$ cat src/rtl/reg_write_arbiter_if.sv
// Register-file write port bundle: pipeline writeback, multicycle result
// channel and the arbitrated register-file write port.
interface reg_write_arbiter_if;
   logic        wb_valid_i;
   logic [4:0]  wb_addr_i;
   logic [31:0] wb_data_i;
   logic        wb_stall_o;
   logic        mc_valid_i;
   logic        mc_ready_o;
   logic [4:0]  mc_addr_i;
   logic [31:0] mc_data_i;
   logic        RegWrite_o;
   logic [4:0]  RDaddr_o;
   logic [31:0] RDdata_o;
   logic [31:0] pending_mask_o;

   modport master (
      output wb_valid_i, wb_addr_i, wb_data_i,
      output mc_valid_i, mc_addr_i, mc_data_i,
      input  wb_stall_o, mc_ready_o,
      input  RegWrite_o, RDaddr_o, RDdata_o, pending_mask_o
   );

   modport slave (
      input  wb_valid_i, wb_addr_i, wb_data_i,
      input  mc_valid_i, mc_addr_i, mc_data_i,
      output wb_stall_o, mc_ready_o,
      output RegWrite_o, RDaddr_o, RDdata_o, pending_mask_o
   );
endinterface

$ cat src/rtl/reg_write_arbiter.sv
// Arbitrates the single register-file write port between pipeline writeback
// and a queue of multicycle results, with starvation-forced draining.
module reg_write_arbiter #(
   parameter int unsigned DEPTH        = 2,
   parameter int unsigned STARVE_LIMIT = 4
) (
   input logic                clk_i,
   input logic                rst_i,
   reg_write_arbiter_if.slave bus
);

   localparam int unsigned PTR_W = (DEPTH > 1) ? $clog2(DEPTH) : 1;
   localparam int unsigned CNT_W = $clog2(DEPTH + 1);
   localparam int unsigned STV_W = $clog2(STARVE_LIMIT + 1);

   typedef struct packed {
      logic [4:0]  addr;
      logic [31:0] data;
   } entry_t;

   typedef enum logic [1:0] {IDLE, DRAIN, FORCE} state_t;

   state_t             state_q, state_d;
   logic [CNT_W-1:0]   count_q, count_d;
   logic [PTR_W-1:0]   head_q, head_d;
   logic [PTR_W-1:0]   tail_q, tail_d;
   logic [STV_W-1:0]   starve_q, starve_d;
   entry_t             mem_q [DEPTH];

   logic               mc_ready;
   logic               push;
   logic               pop;
   logic [PTR_W-1:0]   scan_idx;
   logic [31:0]        mask;

   // Ready is held low during reset so nothing is accepted into a clearing queue.
   assign mc_ready = ~rst_i & (count_q != CNT_W'(DEPTH));
   assign push     = bus.mc_valid_i & mc_ready & (bus.mc_addr_i != 5'd0);

   always_ff @(posedge clk_i or posedge rst_i) begin
      if (rst_i) begin
         state_q  <= IDLE;
         count_q  <= '0;
         head_q   <= '0;
         tail_q   <= '0;
         starve_q <= '0;
      end else begin
         state_q  <= state_d;
         count_q  <= count_d;
         head_q   <= head_d;
         tail_q   <= tail_d;
         starve_q <= starve_d;
      end
   end

   // Payload storage needs no reset; validity is tracked by count/head.
   always_ff @(posedge clk_i) begin
      if (push) begin
         mem_q[tail_q] <= '{addr: bus.mc_addr_i, data: bus.mc_data_i};
      end
   end

   always_comb begin
      bus.RegWrite_o = 1'b0;
      bus.RDaddr_o   = bus.wb_addr_i;
      bus.RDdata_o   = bus.wb_data_i;
      bus.wb_stall_o = 1'b0;
      pop            = 1'b0;
      starve_d       = starve_q;
      head_d         = head_q;
      tail_d         = tail_q;
      count_d        = count_q;
      state_d        = state_q;

      case (state_q)
         DRAIN: begin
            if (bus.wb_valid_i) begin
               bus.RegWrite_o = 1'b1;
               if (starve_q != STV_W'(STARVE_LIMIT)) begin
                  starve_d = starve_q + STV_W'(1);
               end
            end else begin
               bus.RegWrite_o = 1'b1;
               bus.RDaddr_o   = mem_q[head_q].addr;
               bus.RDdata_o   = mem_q[head_q].data;
               pop            = 1'b1;
            end
         end
         FORCE: begin
            bus.RegWrite_o = 1'b1;
            bus.RDaddr_o   = mem_q[head_q].addr;
            bus.RDdata_o   = mem_q[head_q].data;
            bus.wb_stall_o = bus.wb_valid_i;
            pop            = 1'b1;
         end
         default: begin
            bus.RegWrite_o = bus.wb_valid_i;
         end
      endcase

      if (pop) begin
         head_d   = head_q + PTR_W'(1);
         starve_d = '0;
      end
      if (push) begin
         tail_d = tail_q + PTR_W'(1);
      end
      count_d = count_q + CNT_W'(push) - CNT_W'(pop);

      // State follows the queue occupancy and starvation count of the next cycle.
      if (count_d == '0) begin
         state_d  = IDLE;
         starve_d = '0;
      end else if (starve_d == STV_W'(STARVE_LIMIT)) begin
         state_d = FORCE;
      end else begin
         state_d = DRAIN;
      end
   end

   always_comb begin
      mask     = '0;
      scan_idx = '0;
      for (int unsigned i = 0; i < DEPTH; i++) begin
         scan_idx = head_q + PTR_W'(i);
         if (CNT_W'(i) < count_q) begin
            mask[mem_q[scan_idx].addr] = 1'b1;
         end
      end
   end

   assign bus.mc_ready_o     = mc_ready;
   assign bus.pending_mask_o = mask;

endmodule
$ cat src/flat_wrapper.sv
// flat-port wrapper written by rule: the top's interface ports become plain ports
module reg_write_arbiter_flat 
#(
   parameter int unsigned DEPTH        = 2,
   parameter int unsigned STARVE_LIMIT = 4
)
  (clk_i, rst_i, bus_wb_valid_i, bus_wb_addr_i, bus_wb_data_i, bus_mc_valid_i, bus_mc_addr_i, bus_mc_data_i, bus_wb_stall_o, bus_mc_ready_o, bus_RegWrite_o, bus_RDaddr_o, bus_RDdata_o, bus_pending_mask_o);
  reg_write_arbiter_if bus_i ();
  input logic clk_i;
  input logic rst_i;
  input wire logic [$bits(bus_i.wb_valid_i)-1:0] bus_wb_valid_i;
  input wire logic [$bits(bus_i.wb_addr_i)-1:0] bus_wb_addr_i;
  input wire logic [$bits(bus_i.wb_data_i)-1:0] bus_wb_data_i;
  input wire logic [$bits(bus_i.mc_valid_i)-1:0] bus_mc_valid_i;
  input wire logic [$bits(bus_i.mc_addr_i)-1:0] bus_mc_addr_i;
  input wire logic [$bits(bus_i.mc_data_i)-1:0] bus_mc_data_i;
  output wire logic [$bits(bus_i.wb_stall_o)-1:0] bus_wb_stall_o;
  output wire logic [$bits(bus_i.mc_ready_o)-1:0] bus_mc_ready_o;
  output wire logic [$bits(bus_i.RegWrite_o)-1:0] bus_RegWrite_o;
  output wire logic [$bits(bus_i.RDaddr_o)-1:0] bus_RDaddr_o;
  output wire logic [$bits(bus_i.RDdata_o)-1:0] bus_RDdata_o;
  output wire logic [$bits(bus_i.pending_mask_o)-1:0] bus_pending_mask_o;
  assign bus_i.wb_valid_i = bus_wb_valid_i;
  assign bus_i.wb_addr_i = bus_wb_addr_i;
  assign bus_i.wb_data_i = bus_wb_data_i;
  assign bus_i.mc_valid_i = bus_mc_valid_i;
  assign bus_i.mc_addr_i = bus_mc_addr_i;
  assign bus_i.mc_data_i = bus_mc_data_i;
  assign bus_wb_stall_o = bus_i.wb_stall_o;
  assign bus_mc_ready_o = bus_i.mc_ready_o;
  assign bus_RegWrite_o = bus_i.RegWrite_o;
  assign bus_RDaddr_o = bus_i.RDaddr_o;
  assign bus_RDdata_o = bus_i.RDdata_o;
  assign bus_pending_mask_o = bus_i.pending_mask_o;
  reg_write_arbiter #(.DEPTH(DEPTH), .STARVE_LIMIT(STARVE_LIMIT)) u_core (.clk_i(clk_i), .rst_i(rst_i), .bus(bus_i));
endmodule
$ cat config.mk
export PLATFORM = sky130hd
export DESIGN_NAME = reg_write_arbiter_flat
export DESIGN_NICKNAME = d
export VERILOG_FILES = /design/src/rtl/reg_write_arbiter_if.sv /design/src/rtl/reg_write_arbiter.sv /design/src/flat_wrapper.sv
export SDC_FILE = /design/constraint.sdc
export NUM_CORES = 1
export LEC_CHECK = 0
export CORE_MARGIN = 5
export CORE_UTILIZATION = 40
export DETAILED_ROUTE_END_ITERATION = 8
export GPL_TIMING_DRIVEN = 0
export MAX_ROUTING_LAYER = met4
export PLACE_DENSITY = 0.76
export REMOVE_ABC_BUFFERS = 1
export SYNTH_ARGS = -nofsm -noshare
export SYNTH_HDL_FRONTEND = slang
export SYNTH_SLANG_ARGS = --single-unit
$ cat constraint.sdc
create_clock -name clk_i -period 3.33 [get_ports clk_i]
set_clock_uncertainty 0.15 [all_clocks]
set_input_delay 0.8325 -clock clk_i [delete_from_list [all_inputs] [get_ports clk_i]]
set_output_delay 0.8325 -clock clk_i [all_outputs]
set_load 0.01 [all_outputs]
power_grid.png
Bar = 20 um. Pins as bars on the die edge. Tap cells in gray.
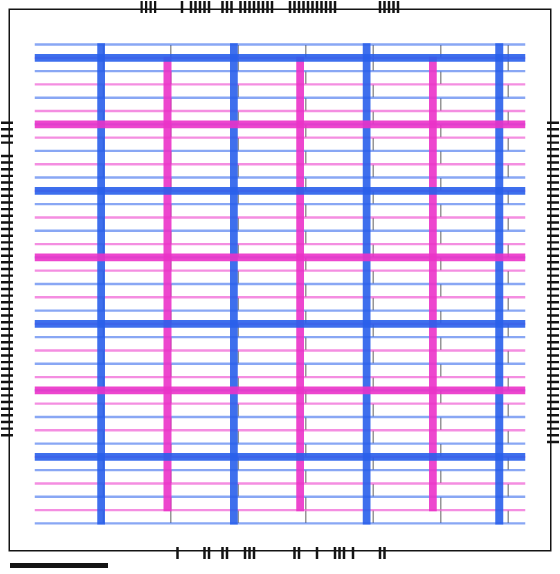
legend:
  VDD:
    color: magenta
  VSS:
    color: blue
signal pins: 150
tap cells: 133
met5 straps: 7
met1 rails: 37
core footprint: 9820 um2
Chip Height: 110 um
die x size: 110 um

placement.png
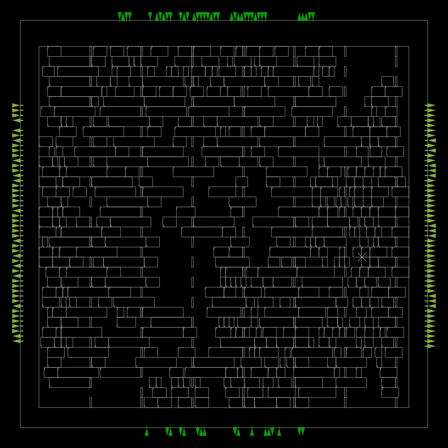
fin util: 0.650
FILL cells: 770

==> run summary <==
Io pins: 150
Layout cells sized above 1: 0.115
Crit path to: bus_RDdata_o[0]
Post-CTS setup buffers: 8
ANT nets after route: 0
Reg2reg end: u_core.state_q[0]$_DFF_PP0_
Metal2 WL: 6090 um
Hold_sp: u_core.tail_q$_DFFE_PP0P_
Busiest layer in global routing: met2
Data required time of the worst path: 2.35 ns
Min-Delay Endpoint: u_core.tail_q$_DFFE_PP0P_
Post-synthesis area per instance: 11.6 um2
FP Rows: 36
Final Power: 4.45 mW
Worst hold stages: 1
Mapped Area: 4030 um2
Failing checks: design-rule violations
Final Hold Fails: 0
Top logic family: AND-OR/OR-AND gates
Max Freq: 308 MHz
M2 GR Usage: 0.322
Clk sinks: 83
Routability Congestion: 0.946
Flops: 83
Grt ovf: 0
Vias per inst: 5.40
Vias in the first global route: 3,565
Endpoints failing setup: 0
Cycle use final: 0.974
GR Util met1: 0.207
M3 GR Usage: 0.0509
Chip area: 12,200 um2
DP Area: 5730 um2
Logic power comb: 2.34 mW
Biggest register: u_core.mem_q
Clk. pwr: 695 uW
Synth Area in Simple Gates: 0.100
Fp util: 0.411
Asr flop ratio synth: 0.108
Reg area: 2450 um2
CP startpoint kind: input pin
Slew @ Worst Pin: 0.389 ns
Layout non-clock buf frac: 0.285
Inverters: 15
Largest net degree at the start of global routing: 38
Worst hold path class: reg2reg
Remaining DRCs: 1
Clkbuf count: 9
Top Consumer: combinational logic
Status: finished, violations left
H-tree Lvls: 3
Met3 WL: 932 um
Leakage: 3.11 nW
Min Hold Slack: 0.406 ns
AO/OA Area Share: 0.134
Switching pwr: 1.70 mW
Top Layer Used: met4
Critical path buffers and inverters: 3
Largest area contributor in the synthesized netlist: edfxtp_1
Post-synth mux share: 0.0999
Comb/total area: 0.266
Clk pin slew, worst setup/hold paths: 0.08 ns
Worst setup EP type: output port
Non-clock buffers: 162
Max cap viols: 0
Tmin final: 3.24 ns
Worst path cell trace: clkdlybuf4s15_2 -> nor2b_4 -> buf_4 -> o21ai_4 -> o21ai_0 -> clkdlybuf4s50_1
Max reg flops: 74
Via count: 3,491
Sequential cell area share: 0.384
PortBufs: 149
CP startpoint: bus_wb_valid_i
Switching Share: 0.383
metal_density.png
The die is cut into 22 by 22 equal tiles; dark blue is low, red is high, scaled to the fullest tile. Values are wire area over tile area, all layers added.
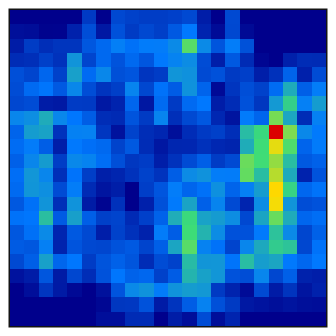
fullest tile: 0.89
densest ninth of the die: east
nearly empty tiles: 11%
tiles over half the peak: 3.5%
mean over tiles: 0.16
wirelength, routed: 12,000 um
routed len/inst: 18.6 um

No activity file was given, so power comes from the tool's default toggle rates.
